==> config.mk <==
export PLATFORM = sky130hd
export DESIGN_NAME = approx_adder_seq
export DESIGN_NICKNAME = d
export VERILOG_FILES = /design/src/rtl/approx_adder_pkg.sv /design/src/rtl/approx_slice.sv /design/src/rtl/approx_adder_seq.sv
export SDC_FILE = /design/constraint.sdc
export NUM_CORES = 1
export LEC_CHECK = 0
export CAP_MARGIN = 20
export CORE_MARGIN = 3
export CORE_UTILIZATION = 25
export CTS_CLUSTER_DIAMETER = 30
export CTS_CLUSTER_SIZE = 28
export DETAILED_ROUTE_END_ITERATION = 6
export PLACE_DENSITY_LB_ADDON = 0.05
export SLEW_MARGIN = 20
export SYNTH_ARGS = -nofsm -noshare
export SYNTH_HDL_FRONTEND = slang
export SYNTH_SLANG_ARGS = --single-unit
==> constraint.sdc <==
create_clock -name clk -period 3.5 [get_ports clk]
set_input_delay 0.525 -clock clk [delete_from_list [all_inputs] [get_ports clk]]
set_output_delay 0.525 -clock clk [all_outputs]
set_load 0.05 [all_outputs]
==> src/rtl/approx_adder_pkg.sv <==
// Shared types and constants for the sequential approximate adder.
// Optional statistics (op/err counters) are enabled by the APPROX_ERR_STATS_EN macro.
package approx_adder_pkg;

    // Control FSM states
    typedef enum logic [1:0] {
        StIdle,
        StRun,
        StDone
    } state_e;

    // Width of the statistics counters
    localparam int unsigned CNT_W = 16;

    // Increment that sticks at all-ones instead of wrapping
    function automatic logic [CNT_W-1:0] sat_inc(input logic [CNT_W-1:0] v);
        return (v == {CNT_W{1'b1}}) ? v : v + CNT_W'(1);
    endfunction

endpackage

==> src/rtl/approx_slice.sv <==
// One SLICE_W-bit adder slice: exact ripple add, or OR-based approximation
// where the carry-out is predicted from the two operand MSBs alone.
module approx_slice #(
    parameter int unsigned SLICE_W = 8
) (
    input  logic [SLICE_W-1:0] a,
    input  logic [SLICE_W-1:0] b,
    input  logic               cin,
    input  logic               approx,
    output logic [SLICE_W-1:0] sum,
    output logic               cout
);

    logic [SLICE_W:0] full;

    // Pick exact or approximate slice result; incoming carry is ignored when approximating
    always_comb begin
        full = {1'b0, a} + {1'b0, b} + {{SLICE_W{1'b0}}, cin};
        if (approx) begin
            sum  = a | b;
            cout = a[SLICE_W-1] & b[SLICE_W-1];
        end else begin
            sum  = full[SLICE_W-1:0];
            cout = full[SLICE_W];
        end
    end

endmodule

==> src/rtl/approx_adder_seq.sv <==
// Multi-cycle adder: one SLICE_W slice per cycle, LSB first, optional approximation
// of the lowest APPROX_SLICES slices. Operands shift right as slices are consumed and
// the result shifts in from the top, so a single slice instance serves every cycle.
// Macro APPROX_ERR_STATS_EN adds a shadow exact chain plus op/err statistics counters.
module approx_adder_seq
    import approx_adder_pkg::*;
#(
    parameter int unsigned WIDTH         = 32,
    parameter int unsigned SLICE_W       = 8,
    parameter int unsigned APPROX_SLICES = 1
) (
    input  logic             clk,
    input  logic             rst_n,
    input  logic             in_valid,
    output logic             in_ready,
    input  logic [WIDTH-1:0] in_a,
    input  logic [WIDTH-1:0] in_b,
    input  logic             in_cin,
    input  logic             in_approx,
    output logic             out_valid,
    input  logic             out_ready,
    output logic [WIDTH-1:0] out_sum,
    output logic             out_cout,
    output logic [CNT_W-1:0] op_cnt,
    output logic [CNT_W-1:0] err_cnt
);

    localparam int unsigned NSLICE = WIDTH / SLICE_W;
    localparam int unsigned IDX_W  = $clog2(NSLICE);
    localparam logic [IDX_W-1:0] LAST_IDX = IDX_W'(NSLICE - 1);

    state_e state_q, state_d;

    logic [WIDTH-1:0]   a_q, b_q, sum_q;
    logic               approx_q, carry_q, cout_q;
    logic [IDX_W-1:0]   idx_q;
    logic               accept, step, finish;
    logic [SLICE_W-1:0] sl_sum;
    logic               sl_cout, sl_approx;

    // Only the lowest APPROX_SLICES slices are approximated, and only in approx mode
    assign sl_approx = approx_q && (32'(idx_q) < APPROX_SLICES);
    assign finish    = step && (idx_q == LAST_IDX);

    approx_slice #(
        .SLICE_W(SLICE_W)
    ) u_slice (
        .a     (a_q[SLICE_W-1:0]),
        .b     (b_q[SLICE_W-1:0]),
        .cin   (carry_q),
        .approx(sl_approx),
        .sum   (sl_sum),
        .cout  (sl_cout)
    );

    // FSM state register
    always_ff @(posedge clk or negedge rst_n) begin
        if (!rst_n) begin
            state_q <= StIdle;
        end else begin
            state_q <= state_d;
        end
    end

    // Next-state and handshake outputs
    always_comb begin
        state_d   = state_q;
        in_ready  = 1'b0;
        out_valid = 1'b0;
        accept    = 1'b0;
        step      = 1'b0;
        unique case (state_q)
            StIdle: begin
                in_ready = 1'b1;
                if (in_valid) begin
                    accept  = 1'b1;
                    state_d = StRun;
                end
            end
            StRun: begin
                step = 1'b1;
                if (idx_q == LAST_IDX) begin
                    state_d = StDone;
                end
            end
            StDone: begin
                out_valid = 1'b1;
                if (out_ready) begin
                    state_d = StIdle;
                end
            end
            default: state_d = StIdle;
        endcase
    end

    // Operand capture and slice-serial datapath
    always_ff @(posedge clk or negedge rst_n) begin
        if (!rst_n) begin
            a_q      <= '0;
            b_q      <= '0;
            sum_q    <= '0;
            approx_q <= 1'b0;
            carry_q  <= 1'b0;
            cout_q   <= 1'b0;
            idx_q    <= '0;
        end else if (accept) begin
            a_q      <= in_a;
            b_q      <= in_b;
            carry_q  <= in_cin;
            approx_q <= in_approx;
            idx_q    <= '0;
        end else if (step) begin
            a_q     <= a_q >> SLICE_W;
            b_q     <= b_q >> SLICE_W;
            sum_q   <= {sl_sum, sum_q[WIDTH-1:SLICE_W]};
            carry_q <= sl_cout;
            idx_q   <= idx_q + IDX_W'(1);
            if (finish) begin
                cout_q <= sl_cout;
            end
        end
    end

    assign out_sum  = sum_q;
    assign out_cout = cout_q;

`ifdef APPROX_ERR_STATS_EN
    logic [WIDTH-1:0] ex_sum_q;
    logic             ex_carry_q;
    logic [SLICE_W:0] ex_full;
    logic [CNT_W-1:0] op_cnt_q, err_cnt_q;
    logic             mismatch;

    assign ex_full = {1'b0, a_q[SLICE_W-1:0]} + {1'b0, b_q[SLICE_W-1:0]}
                   + {{SLICE_W{1'b0}}, ex_carry_q};

    // Compare the full result as it will look on entry to DONE
    assign mismatch = {sl_cout, sl_sum, sum_q[WIDTH-1:SLICE_W]}
                   != {ex_full[SLICE_W], ex_full[SLICE_W-1:0], ex_sum_q[WIDTH-1:SLICE_W]};

    // Shadow exact chain and saturating statistics, updated on entry to DONE
    always_ff @(posedge clk or negedge rst_n) begin
        if (!rst_n) begin
            ex_sum_q   <= '0;
            ex_carry_q <= 1'b0;
            op_cnt_q   <= '0;
            err_cnt_q  <= '0;
        end else if (accept) begin
            ex_carry_q <= in_cin;
        end else if (step) begin
            ex_sum_q   <= {ex_full[SLICE_W-1:0], ex_sum_q[WIDTH-1:SLICE_W]};
            ex_carry_q <= ex_full[SLICE_W];
            if (finish) begin
                if (approx_q) begin
                    op_cnt_q <= sat_inc(op_cnt_q);
                end
                if (mismatch) begin
                    err_cnt_q <= sat_inc(err_cnt_q);
                end
            end
        end
    end

    assign op_cnt  = op_cnt_q;
    assign err_cnt = err_cnt_q;
`else
    assign op_cnt  = '0;
    assign err_cnt = '0;
`endif

endmodule

==> Implementation_results.wiki <==
=== Synthesis and place and route ===
{| class="wikitable"
! Metric !! Value
|-
| Yosys top cell by instances || nand2_1
|-
| Worst skew pair latency || ~0.35 ns
|-
| Cell depth of the worst setup path || 2
|-
| Final estimated routing congestion in global placement || 0.706
|-
| Seq pwr share || between 30% and 40%
|-
| Synth async-reset ratio || 100%
|-
| Largest delay share family, worst path || buffers and inverters
|-
| Port-buffer cells || roughly 100
|-
| Syn Inst Count || around 530
|-
| Setup repair after global routing missed its margin || no
|-
| Top FF cell, synth || dfrtp_1
|-
| Count of endpoints failing setup in the final report || 0
|-
| Total number of placement rows || approximately 50
|-
| Total of plain and repair buffers excluding clock buffers || about 110
|-
| Hold buffer count at CTS || 0
|-
| Number of placed I/O pins || roughly 140
|-
| Registers || 103
|-
| Destination of the critical timing path || out_valid
|-
| Iteration-0 DRC Markers || about 160
|-
| Longest individual stage delay on the worst path || around 0.82 ns
|-
| Reg-to-reg startpoint || a_q[0]
|-
| Launching instance or port of the critical path || state_q[1]
|-
| Count of multi-input combinational gates || between 300 and 400
|-
| Distinct lib cells || between 40 and 50
|-
| Adder Area Share || roughly 5.1%
|-
| Resized cells post-CTS || 0
|-
| GRT Util Overall || between 10 and 15%
|-
| Synth Area in XOR/XNOR || less than 1%
|-
| Overall power consumption || 6690 uW
|-
| Critical-path cell list || nor2b_1 -> clkdlybuf4s50_1
|-
| Vias in the first global route || just under 4,000
|-
| Status || finished clean
|-
| Storage cell area || between 2000 and 3000 um^2
|-
| Initial antenna violation count || 0
|-
| Antenna fix cells || 0
|-
| Inverters, non-clock || 20
|-
| Final nets || 706
|-
| Pin count of the biggest net entering global routing || around 100
|-
| Global-route wire length before repair || 21,700 um
|-
| Number of warning messages in the logs || 37
|-
| Via-to-Cell Ratio || approximately 4.3
|-
| Commonest cells after routing, fill and taps aside || nand2_1 (178), dfrtp_1 (103), clkdlybuf4s50_1 (103)
|-
| Number of DRC violations after detailed routing || 0
|}
-- per-layer routing --
| metal | vias to the layer above | part of all wire, % | global-route usage, % |
|---|---|---|---|
| li1 | 1875 | - | - |
| met1 | 1778 | 47 | 17.1 |
| met2 | 100 | 47 | 20.1 |
| met3 | 13 | 4.2 | 2.62 |
| met4 | 0 | 1.3 | 4.47 |
| met5 | - | 0 | 0 |
-- power groups by stage --
stage,registers [uW],logic (uW),clock network (uW)
global placement,2120,3440,0
CTS,2110,3460,1240
global route,2180,3800,1290
finish,2100,3400,1200
detailed placement,2140,3450,0
floorplan,2620,1990,0
-- registers in the layout, summed over array words and instances (netlist names) --
signal / count
a_q: 32
approx_q: 1
b_q: 32
carry_q: 1
idx_q: 2
out_cout: 1
out_sum: 32
state_q: 2
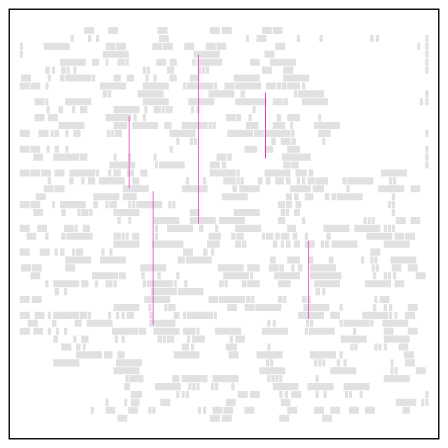
*The metal 4 layer*
nets with wire on the layer = 2
share of all routed wire = 1.3%
main direction = vertical
longest straight run = 57.8 um
wire length on this layer = 177 um
total routed wirelength: 13,200 um
Vias: 3,766

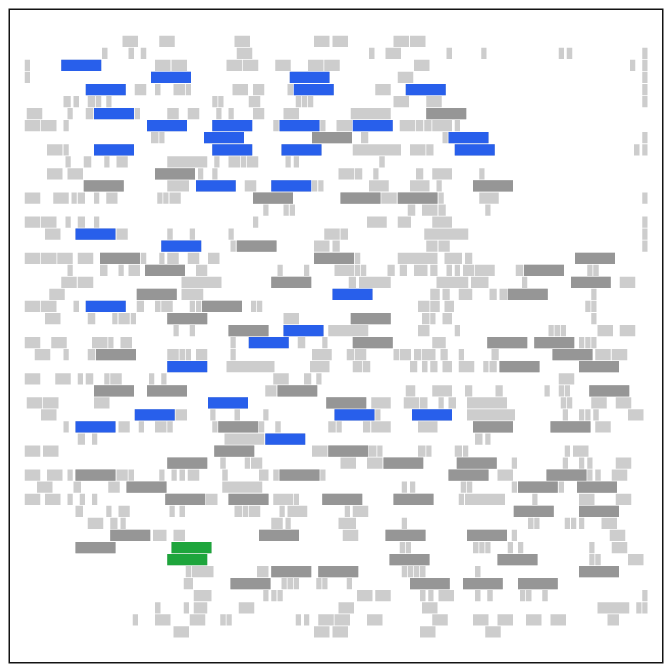
*Register map, names as in the netlist*
Other sequential cells in the stronger gray, the rest of the logic in the fainter gray.
a_q -> blue  # flops 32
state_q -> green  # flops 2
power of the sequential group: 2100 uW
flip-flop and latch share of the layout cell area: 39.9%

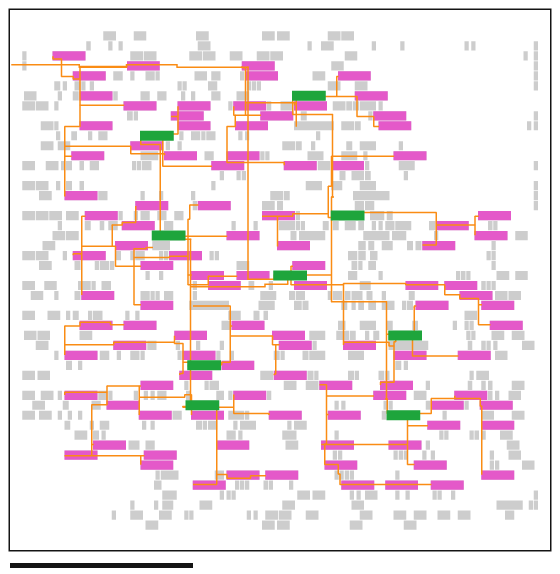
*Clock network drawn from the DEF*
The bar under the picture is 50 um long.
cells driving clock nets -> green  # count 9
flip-flops -> magenta  # count 103
clock wires -> orange  # length 1,510 um
routed clock nets = 10
flops lie = all over the die

Power and IR drop assume default switching activity.
